Placement by cell class:
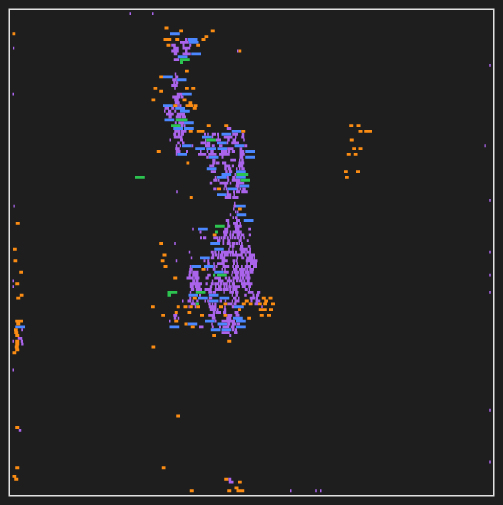
Placement density heat map:
The die is cut into 23 by 23 equal tiles; black is low, pale yellow is high, 0 to 100% covered.
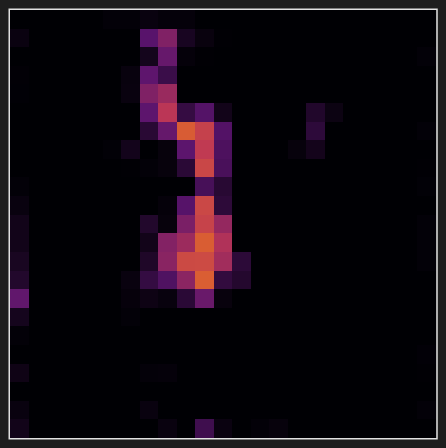
===== src/rtl/mem_rd_splitter.sv =====
// Read datamover: splits byte-granular read commands into 4 KB-safe AXI4 INCR bursts
// and streams the returned data. Define MEM_RD_SPLITTER_STATS_EN for burst/beat counters.
module mem_rd_splitter #(
    parameter int ADDR_WIDTH      = 32,
    parameter int DATA_WIDTH      = 512,
    parameter int ID_WIDTH        = 1,
    parameter int LEN_WIDTH       = 32,
    parameter int MAX_BURST_BEATS = 64,
    parameter int MAX_OUTSTANDING = 8
) (
    input  logic                  mem_clk,
    input  logic                  mem_aresetn,

    input  logic                  s_cmd_valid,
    output logic                  s_cmd_ready,
    input  logic [ADDR_WIDTH-1:0] s_cmd_addr,
    input  logic [LEN_WIDTH-1:0]  s_cmd_length,

    output logic [ID_WIDTH-1:0]   m_axi_arid,
    output logic [ADDR_WIDTH-1:0] m_axi_araddr,
    output logic [7:0]            m_axi_arlen,
    output logic [2:0]            m_axi_arsize,
    output logic [1:0]            m_axi_arburst,
    output logic                  m_axi_arlock,
    output logic [3:0]            m_axi_arcache,
    output logic [2:0]            m_axi_arprot,
    output logic                  m_axi_arvalid,
    input  logic                  m_axi_arready,

    input  logic [ID_WIDTH-1:0]   m_axi_rid,
    input  logic [DATA_WIDTH-1:0] m_axi_rdata,
    input  logic [1:0]            m_axi_rresp,
    input  logic                  m_axi_rlast,
    input  logic                  m_axi_rvalid,
    output logic                  m_axi_rready,

    output logic [DATA_WIDTH-1:0] m_axis_tdata,
    output logic                  m_axis_tvalid,
    output logic                  m_axis_tlast,
    input  logic                  m_axis_tready,

    output logic                  m_sts_valid,
    input  logic                  m_sts_ready,
    output logic [1:0]            m_sts_error
`ifdef MEM_RD_SPLITTER_STATS_EN
    ,
    output logic [31:0]           stat_bursts,
    output logic [31:0]           stat_beats
`endif
);

    localparam int BEAT_BYTES = DATA_WIDTH / 8;
    localparam int OFF        = $clog2(BEAT_BYTES);
    localparam int BA_W       = ADDR_WIDTH - OFF;
    localparam int RW         = LEN_WIDTH - OFF;
    localparam int PAGE_BEATS = 4096 / BEAT_BYTES;
    localparam int PG_W       = $clog2(PAGE_BEATS);
    localparam int NW         = 9;
    localparam int OW         = $clog2(MAX_OUTSTANDING + 1);

    typedef enum logic [1:0] {S_IDLE, S_ISSUE, S_DRAIN, S_STATUS} state_t;

    state_t          state_q, state_d;
    logic            live_q;
    logic [BA_W-1:0] baddr_q;
    logic [RW-1:0]   rem_q;
    logic [OW-1:0]   outst_q;
    logic            ar_done_q;
    logic [1:0]      err_q;
    logic            active;

    logic [NW-1:0]   n_rem, n_page, n_burst;
    logic            last_burst, outst_full;
    logic            cmd_hs, ar_hs, r_hs, rl_hs, sts_hs, cmd_zero;
    logic            unused_rid;

    assign unused_rid = ^m_axi_rid;

    // Burst size: remaining beats, capped by max burst and distance to the 4 KB page end.
    always_comb begin
        n_rem   = (rem_q > RW'(MAX_BURST_BEATS)) ? NW'(MAX_BURST_BEATS) : NW'(rem_q);
        n_page  = NW'(PAGE_BEATS) - NW'(baddr_q[PG_W-1:0]);
        n_burst = (n_page < n_rem) ? n_page : n_rem;
    end

    assign last_burst = (rem_q == RW'(n_burst));
    assign outst_full = (outst_q == OW'(MAX_OUTSTANDING));
    assign cmd_zero   = ~|s_cmd_length[LEN_WIDTH-1:OFF];

    assign cmd_hs = s_cmd_valid & s_cmd_ready;
    assign ar_hs  = m_axi_arvalid & m_axi_arready;
    assign r_hs   = m_axi_rvalid & m_axi_rready;
    assign rl_hs  = r_hs & m_axi_rlast;
    assign sts_hs = m_sts_valid & m_sts_ready;

    assign m_axi_arid    = '0;
    assign m_axi_araddr  = {baddr_q, {OFF{1'b0}}};
    assign m_axi_arlen   = 8'(n_burst - NW'(1));
    assign m_axi_arsize  = 3'(OFF);
    assign m_axi_arburst = 2'b01;
    assign m_axi_arlock  = 1'b0;
    assign m_axi_arcache = 4'b0011;
    assign m_axi_arprot  = 3'b000;

    // R channel is a straight pass-through, only opened while a command is active.
    assign m_axi_rready  = active & m_axis_tready;
    assign m_axis_tvalid = active & m_axi_rvalid;
    assign m_axis_tdata  = m_axi_rdata;
    assign m_axis_tlast  = m_axi_rlast & ar_done_q & (outst_q == OW'(1));

    assign m_sts_error = err_q;

    always_ff @(posedge mem_clk or negedge mem_aresetn) begin
        if (!mem_aresetn) begin
            state_q <= S_IDLE;
            live_q  <= 1'b0;
        end else begin
            state_q <= state_d;
            live_q  <= 1'b1;
        end
    end

    // arvalid depends only on registered state, and outst_q cannot rise without an AR
    // handshake, so once raised it stays up with stable fields until accepted.
    always_comb begin
        state_d       = state_q;
        s_cmd_ready   = 1'b0;
        m_axi_arvalid = 1'b0;
        m_sts_valid   = 1'b0;
        active        = 1'b0;
        case (state_q)
            S_IDLE: begin
                s_cmd_ready = live_q;
                if (s_cmd_valid && live_q)
                    state_d = cmd_zero ? S_STATUS : S_ISSUE;
            end
            S_ISSUE: begin
                active        = 1'b1;
                m_axi_arvalid = ~outst_full;
                if (m_axi_arvalid && m_axi_arready && last_burst)
                    state_d = S_DRAIN;
            end
            S_DRAIN: begin
                active = 1'b1;
                if (outst_q == '0)
                    state_d = S_STATUS;
            end
            S_STATUS: begin
                m_sts_valid = 1'b1;
                if (m_sts_ready)
                    state_d = S_IDLE;
            end
            default: state_d = S_IDLE;
        endcase
    end

    always_ff @(posedge mem_clk or negedge mem_aresetn) begin
        if (!mem_aresetn) begin
            baddr_q   <= '0;
            rem_q     <= '0;
            outst_q   <= '0;
            ar_done_q <= 1'b0;
            err_q     <= 2'b00;
        end else begin
            if (cmd_hs) begin
                baddr_q   <= s_cmd_addr[ADDR_WIDTH-1:OFF];
                rem_q     <= s_cmd_length[LEN_WIDTH-1:OFF];
                ar_done_q <= 1'b0;
                err_q     <= {(|s_cmd_addr[OFF-1:0]) | (|s_cmd_length[OFF-1:0]), 1'b0};
            end
            if (ar_hs) begin
                baddr_q <= baddr_q + BA_W'(n_burst);
                rem_q   <= rem_q - RW'(n_burst);
                if (last_burst)
                    ar_done_q <= 1'b1;
            end
            if (ar_hs && !rl_hs)
                outst_q <= outst_q + OW'(1);
            else if (rl_hs && !ar_hs)
                outst_q <= outst_q - OW'(1);
            if (r_hs && (m_axi_rresp != 2'b00))
                err_q[0] <= 1'b1;
            if (sts_hs) begin
                err_q     <= 2'b00;
                ar_done_q <= 1'b0;
            end
        end
    end

`ifdef MEM_RD_SPLITTER_STATS_EN
    always_ff @(posedge mem_clk or negedge mem_aresetn) begin
        if (!mem_aresetn) begin
            stat_bursts <= '0;
            stat_beats  <= '0;
        end else begin
            if (ar_hs) stat_bursts <= stat_bursts + 32'd1;
            if (r_hs)  stat_beats  <= stat_beats + 32'd1;
        end
    end
`else
`endif

endmodule


===== config.mk =====
export PLATFORM = sky130hd
export DESIGN_NAME = mem_rd_splitter
export DESIGN_NICKNAME = d
export VERILOG_FILES = /design/src/rtl/mem_rd_splitter.sv
export SDC_FILE = /design/constraint.sdc
export NUM_CORES = 1
export LEC_CHECK = 0
export CORE_AREA = 2 2 455 457
export CTS_BUF_LIST = sky130_fd_sc_hd__clkbuf_8 sky130_fd_sc_hd__clkbuf_16
export DETAILED_ROUTE_END_ITERATION = 6
export DIE_AREA = 0 0 457 459
export SETUP_SLACK_MARGIN = 0.05
export SLEW_MARGIN = 10
export SYNTH_ARGS = -nofsm -noshare
export SYNTH_HDL_FRONTEND = slang
export SYNTH_SLANG_ARGS = --single-unit
export TNS_END_PERCENT = 20

===== constraint.sdc =====
create_clock -name mem_clk -period 16.7 [get_ports mem_clk]
set_input_delay 1.67 -clock mem_clk [delete_from_list [all_inputs] [get_ports mem_clk]]
set_output_delay 1.67 -clock mem_clk [all_outputs]
set_load 0.02 [all_outputs]

==> impl_metrics.env <==
# flow metrics
export IMPL_top_cells_by_count="533 x buf_4, 95 x nand2_1, 76 x nor2_1"
export IMPL_r2r_cells=22
export IMPL_hpwl_um=92360
export IMPL_largest_area_cell="buf_4"
export IMPL_slew_viol_final=0
export IMPL_dominant_cells="multi-input combinational cells"
export IMPL_top_power_group="combinational cells"
export IMPL_layout_area_comb_sq_mm=0.003737
export IMPL_flop_area_sq_mm=0.001551
export IMPL_drc=0
export IMPL_synth_area_sq_mm=0.009453
export IMPL_cp_endpoint="m_axi_arlen[6]"
export IMPL_ff2ff_setup_slack_ns=9.93
export IMPL_p_clk_share_pct=13.4
export IMPL_fin_crit_sh_pct=46.41
export IMPL_crit_type="register to output pin"
export IMPL_cts_inserted_buffers=9
export IMPL_worstHoldStart="outst_q[3]"
export IMPL_status="finished clean"
export IMPL_ys_seq_share_pct=16.41
export IMPL_p_leak_nw=2.958
export IMPL_max_cap_viol_count=0
export IMPL_clk_pin_slew_ns=0.06
export IMPL_clock_area_share_pct=3.123
export IMPL_use_met2_pct=13.91
export IMPL_finish_utilization_pct=5.027
export IMPL_synth_distinct_cells=84
export IMPL_max_vdd_ir_drop_mv=0.06748
export IMPL_r2r_end="baddr_q[16]"
export IMPL_min_path_type="register to register"
export IMPL_comb_power_mw=1.10
export IMPL_met2_length_um=43010
export IMPL_cts_tree="built"
export IMPL_p_seq_mw=0.337
export IMPL_tns_ns=0
export IMPL_mux_share_pct=0.5427
export IMPL_slowest_stage="clkdlybuf4s50_1"
export IMPL_area_growth_pct=9.331
Back to the opening pictures, 'placement by cell class':
all other logic -> purple  # cells 635, share of their area 56%
flip-flops -> blue  # cells 62, share of their area 22%
clock drivers and dummy loads -> green  # cells 16, share of their area 4.7%
other buffers and delay cells -> orange  # cells 123, share of their area 17%

Back to the opening pictures, 'placement density heat map':
emptiest ninth of the die = lower right
nearly empty tiles = 85%
fullest tile = 62%
mean over tiles = 3.3%
densest ninth of the die = centre

==> worst register-to-register path, stage by stage (launching register included) <==
cell and delay [ns]:
dfrtp_1 0.50, inv_1 0.10, ha_1 0.27, nor3b_1 0.28, xor2_1 0.55, inv_2 0.11, ha_1 0.37, a2111oi_0 0.47
o21ai_0 0.25, nand2_1 0.38, nand2_1 0.33, nand3_1 0.18, a21boi_1 0.34, inv_1 0.15, ha_1 0.24, ha_1 0.20
nor2_1 0.11, a31oi_2 0.08, a2111oi_0 0.51, a211oi_2 0.16, o21ai_2 0.54, nor2_1 0.21, a221oi_1 0.33
==> state kept, by name, indices dropped and copies added (netlist names) <==
| signal | flops |
|---|---|
| m_sts_error | 2 |
| state_q | 2 |
| rem_q | 26 |
| outst_q | 4 |
| ar_done_q | 1 |
| baddr_q | 26 |
| live_q | 1 |
